M1 wires:
The bar under the picture is 20 µm long. Supply wires on this layer in gray.
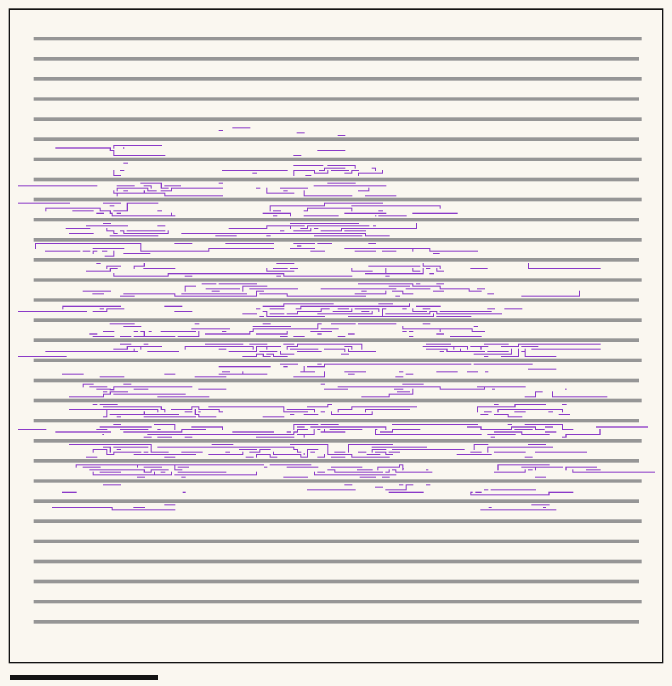
Metal 2:
Cells faint in the background.
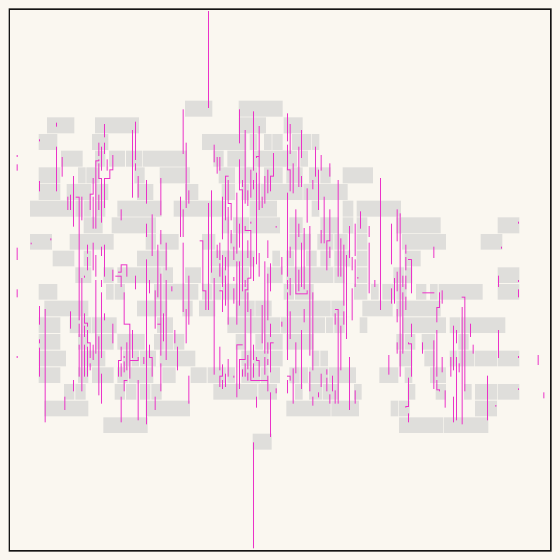
`src/rtl/milestone1_pkg.sv`:
```
// Shared types and coin weights for the change dispenser and its helpers.
package milestone1_pkg;

    typedef enum logic [2:0] {IDLE, DROP, SELECT, EJECT, GAP} disp_state_e;
    typedef enum logic {COIN_NICKLE, COIN_DIME} coin_e;

    localparam logic [2:0] NICKLE_UNITS = 3'd1;
    localparam logic [2:0] DIME_UNITS   = 3'd2;

endpackage

```
`src/rtl/cd_timer.sv`:
```
// Loadable down-counter with a zero flag, shared by the soda pulse, ack timeout and coin gap.
module cd_timer #(
    parameter int W = 4
) (
    input  logic         i_clk,
    input  logic         i_rst,
    input  logic         i_load,
    input  logic [W-1:0] i_val,
    output logic         o_zero
);

    logic [W-1:0] r_cnt;

    always_ff @(posedge i_clk) begin
        if (i_rst) begin
            r_cnt <= '0;
        end else if (i_load) begin
            r_cnt <= i_val;
        end else if (r_cnt != '0) begin
            r_cnt <= r_cnt - 1'b1;
        end
    end

    assign o_zero = (r_cnt == '0);

endmodule

```
`src/rtl/change_dispenser.sv`:
```
// Drives the soda gate and coin hoppers from the vending FSM result; pays change dimes-first
// with a per-coin hopper handshake, tracks stock and buffers one request while busy.
module change_dispenser
    import milestone1_pkg::*;
#(
    parameter int PULSE_CYCLES = 4,
    parameter int GAP_CYCLES   = 2,
    parameter int ACK_TIMEOUT  = 16,
    parameter int NICKLE_MAX   = 15,
    parameter int DIME_MAX     = 15
) (
    input  logic       i_clk,
    input  logic       i_rst,
    input  logic       i_soda,
    input  logic [2:0] i_change,
    input  logic       i_coin_ack,
    input  logic       i_refill_nickle,
    input  logic       i_refill_dime,
    output logic       o_soda_drop,
    output logic       o_eject_nickle,
    output logic       o_eject_dime,
    output logic       o_busy,
    output logic       o_done,
    output logic       o_short,
    output logic       o_fault,
    output logic [3:0] o_nickle_cnt,
    output logic [3:0] o_dime_cnt
);

    localparam int TMAX_PG = (PULSE_CYCLES > GAP_CYCLES) ? PULSE_CYCLES : GAP_CYCLES;
    localparam int TMAX    = (TMAX_PG > ACK_TIMEOUT) ? TMAX_PG : ACK_TIMEOUT;
    localparam int TMR_W   = (TMAX > 1) ? $clog2(TMAX) : 1;

    // Timer counts down to zero, so each phase loads its length minus one.
    localparam logic [TMR_W-1:0] T_PULSE = TMR_W'(PULSE_CYCLES - 1);
    localparam logic [TMR_W-1:0] T_GAP   = TMR_W'(GAP_CYCLES - 1);
    localparam logic [TMR_W-1:0] T_ACK   = TMR_W'(ACK_TIMEOUT - 1);
    localparam logic [3:0]       N_FULL  = 4'(NICKLE_MAX);
    localparam logic [3:0]       D_FULL  = 4'(DIME_MAX);

    function automatic logic [3:0] sat_dec(input logic [3:0] v);
        return (v == 4'd0) ? 4'd0 : v - 4'd1;
    endfunction

    function automatic logic [2:0] sat_sub(input logic [2:0] a, input logic [2:0] b);
        return (a > b) ? a - b : 3'd0;
    endfunction

    disp_state_e      r_state;
    coin_e            r_coin;
    logic [2:0]       r_remain;
    logic             r_soda_drop;
    logic             r_eject_n;
    logic             r_eject_d;
    logic             r_done;
    logic             r_short;
    logic             r_fault;
    logic             r_pend_vld;
    logic             r_pend_soda;
    logic [2:0]       r_pend_change;
    logic [3:0]       r_nickle_cnt;
    logic [3:0]       r_dime_cnt;

    logic             w_req;
    logic             w_ack;
    logic             w_dec_n;
    logic             w_dec_d;
    logic             w_tmr_load;
    logic [TMR_W-1:0] w_tmr_val;
    logic             w_tmr_zero;

    assign w_req   = i_soda | (i_change != 3'd0);
    assign w_ack   = (r_state == EJECT) & i_coin_ack;
    assign w_dec_n = w_ack & (r_coin == COIN_NICKLE);
    assign w_dec_d = w_ack & (r_coin == COIN_DIME);

    // The timer is reloaded on the cycle that precedes each timed phase.
    always_comb begin
        w_tmr_load = 1'b0;
        w_tmr_val  = T_PULSE;
        case (r_state)
            IDLE: begin
                w_tmr_load = 1'b1;
                w_tmr_val  = T_PULSE;
            end
            SELECT: begin
                w_tmr_load = 1'b1;
                w_tmr_val  = T_ACK;
            end
            EJECT: begin
                w_tmr_load = i_coin_ack;
                w_tmr_val  = T_GAP;
            end
            default: begin
                w_tmr_load = 1'b0;
                w_tmr_val  = T_PULSE;
            end
        endcase
    end

    cd_timer #(.W(TMR_W)) u_timer (
        .i_clk  (i_clk),
        .i_rst  (i_rst),
        .i_load (w_tmr_load),
        .i_val  (w_tmr_val),
        .o_zero (w_tmr_zero)
    );

    // Refill takes precedence over a same-edge decrement.
    always_ff @(posedge i_clk) begin
        if (i_rst) begin
            r_nickle_cnt <= N_FULL;
            r_dime_cnt   <= D_FULL;
        end else begin
            if (i_refill_nickle) begin
                r_nickle_cnt <= N_FULL;
            end else if (w_dec_n) begin
                r_nickle_cnt <= sat_dec(r_nickle_cnt);
            end
            if (i_refill_dime) begin
                r_dime_cnt <= D_FULL;
            end else if (w_dec_d) begin
                r_dime_cnt <= sat_dec(r_dime_cnt);
            end
        end
    end

    always_ff @(posedge i_clk) begin
        if (i_rst) begin
            r_state       <= IDLE;
            r_coin        <= COIN_NICKLE;
            r_remain      <= 3'd0;
            r_soda_drop   <= 1'b0;
            r_eject_n     <= 1'b0;
            r_eject_d     <= 1'b0;
            r_done        <= 1'b0;
            r_short       <= 1'b0;
            r_fault       <= 1'b0;
            r_pend_vld    <= 1'b0;
            r_pend_soda   <= 1'b0;
            r_pend_change <= 3'd0;
        end else begin
            r_done <= 1'b0;
            if (r_state != IDLE && w_req) begin
                if (r_pend_vld) begin
                    r_fault <= 1'b1;
                end else begin
                    r_pend_vld    <= 1'b1;
                    r_pend_soda   <= i_soda;
                    r_pend_change <= i_change;
                end
            end
            case (r_state)
                IDLE: begin
                    // A buffered request goes first; a live one arriving now takes its slot.
                    if (r_pend_vld) begin
                        r_remain      <= r_pend_change;
                        r_soda_drop   <= r_pend_soda;
                        r_state       <= r_pend_soda ? DROP : SELECT;
                        r_pend_vld    <= w_req;
                        r_pend_soda   <= i_soda;
                        r_pend_change <= i_change;
                    end else if (w_req) begin
                        r_remain    <= i_change;
                        r_soda_drop <= i_soda;
                        r_state     <= i_soda ? DROP : SELECT;
                    end
                end
                DROP: begin
                    if (w_tmr_zero) begin
                        r_soda_drop <= 1'b0;
                        r_state     <= SELECT;
                    end
                end
                SELECT: begin
                    if (r_remain == 3'd0) begin
                        r_done  <= 1'b1;
                        r_state <= IDLE;
                    end else if (r_remain >= DIME_UNITS && r_dime_cnt != 4'd0) begin
                        r_coin    <= COIN_DIME;
                        r_eject_d <= 1'b1;
                        r_state   <= EJECT;
                    end else if (r_nickle_cnt != 4'd0) begin
                        r_coin    <= COIN_NICKLE;
                        r_eject_n <= 1'b1;
                        r_state   <= EJECT;
                    end else begin
                        r_short <= 1'b1;
                        r_done  <= 1'b1;
                        r_state <= IDLE;
                    end
                end
                EJECT: begin
                    if (i_coin_ack) begin
                        r_remain  <= sat_sub(r_remain,
                                             (r_coin == COIN_DIME) ? DIME_UNITS : NICKLE_UNITS);
                        r_eject_n <= 1'b0;
                        r_eject_d <= 1'b0;
                        r_state   <= GAP;
                    end else if (w_tmr_zero) begin
                        r_fault   <= 1'b1;
                        r_remain  <= 3'd0;
                        r_eject_n <= 1'b0;
                        r_eject_d <= 1'b0;
                        r_done    <= 1'b1;
                        r_state   <= IDLE;
                    end
                end
                GAP: begin
                    if (w_tmr_zero) begin
                        r_state <= SELECT;
                    end
                end
                default: begin
                    r_state <= IDLE;
                end
            endcase
        end
    end

    assign o_soda_drop    = r_soda_drop;
    assign o_eject_nickle = r_eject_n;
    assign o_eject_dime   = r_eject_d;
    assign o_busy         = (r_state != IDLE);
    assign o_done         = r_done;
    assign o_short        = r_short;
    assign o_fault        = r_fault;
    assign o_nickle_cnt   = r_nickle_cnt;
    assign o_dime_cnt     = r_dime_cnt;

endmodule

```
`config.mk`:
```
export PLATFORM = sky130hd
export DESIGN_NAME = change_dispenser
export DESIGN_NICKNAME = d
export VERILOG_FILES = /design/src/rtl/milestone1_pkg.sv /design/src/rtl/cd_timer.sv /design/src/rtl/change_dispenser.sv
export SDC_FILE = /design/constraint.sdc
export NUM_CORES = 1
export LEC_CHECK = 0
export ABC_CLOCK_PERIOD_IN_PS = 2100
export CORE_MARGIN = 3
export CORE_UTILIZATION = 25
export DETAILED_ROUTE_END_ITERATION = 8
export GPL_TIMING_DRIVEN = 0
export REMOVE_ABC_BUFFERS = 1
export SLEW_MARGIN = 20
export SYNTH_ARGS = -nofsm -noshare
export SYNTH_HDL_FRONTEND = slang
export SYNTH_SLANG_ARGS = --single-unit
```
`constraint.sdc`:
```
create_clock -name i_clk -period 2.1 [get_ports i_clk]
set_clock_uncertainty 0.15 [all_clocks]
set_input_delay 0.525 -clock i_clk [delete_from_list [all_inputs] [get_ports i_clk]]
set_output_delay 0.525 -clock i_clk [all_outputs]
set_load 0.02 [all_outputs]
```
==> metrics.csv <==
stage,metric,value,unit
global_routing,grt_max_degree,26,
synthesis,ys_warn_count,0,
synthesis,yosys.cell_types.count,57,
synthesis,synth-edff-count,0,
synthesis,synthTopCellsByCount,"30 x dfxtp_1, 21 x a21oi_1, 14 x nand2_1, 14 x nor2_1, 14 x o21ai_0",
layout,final_layout_top_logic_cells,"27 x dfxtp_1, 21 x a21oi_1, 17 x clkdlybuf4s50_1",
synthesis,synthTopLogicFamily,simple AND/OR/NAND/NOR gates,
setup_path,r2r_slack,0.14,ns
setup_path,crit_type,primary input to flip-flop,
clock_network,postCtsSetupBuffers,1,
routing,drc_errors,0,
clock_network,cts_buffer_depth,2,
global_routing,antenna_found_initial,0,
routing,drt-pass1-iter-count,4,
setup_path,cp-endpoint,r_remain[0]$_SDFFE_PP0P_,
placed_design,dp_slack,-0.4339,ns
clock_network,cts_tree,done,
sta,hold_violations,0,
setup_path,critPathRequiredTime,2.14,ns
status,outcome,"complete, no violations",
setup_path,path_buffers,1,
power_and_ir_drop,p_comb,1180,µW
layout,nFillCells,701,
layout,flops,30,
worst_hold_path,min_path_type,flip-flop to flip-flop,
layout,clkCellAreaFrac,0.04374,
routing,wl_met2,1550,µm
synthesis,syn_area,0.001689,mm²
layout,area_growth,23.63,%
synthesis,yosys_area,0.001689,mm²
synthesis,compound_area_frac,0.2533,
power_and_ir_drop,p_clk,483,µW
synthesis,yosysSeqAreaShare,0.3556,
layout,design_area,0.002088,mm²
global_routing,grt_util_met1,0.1621,
routing,antenna_left,0,
routing,drtIter0Drc,79,
layout,stdcell_count,303,
worst_hold_path,hold_depth,1,
placed_design,place_inst,294,
setup_path,path_cells,clkdlybuf4s50_1 -> or4_4 -> o21ai_4 -> a221oi_1 -> a211oi_2,
run,maxCapViolCount,0,
clock_network,cts_sinks,30,
power_and_ir_drop,pg_seq,921,µW
routing,wl_met3,260,µm
power_and_ir_drop,p_per_area,1236,mW/mm²
layout,post-route-util,0.3233,
layout,multiInputCombCellCount,152,
## Picture notes: 'M1 wires'
The layer holds 53% of the routed length. The longest straight run is 25.3 µm. The layer carries 2,040 µm of wire. 213 nets have wire on it. The wires run mostly horizontal.

## Picture notes: 'metal 2'
The longest straight run is 26.9 µm. The wires run mostly vertical. The layer holds 40% of the routed length. 193 nets have wire on it. The layer carries 1,550 µm of wire.

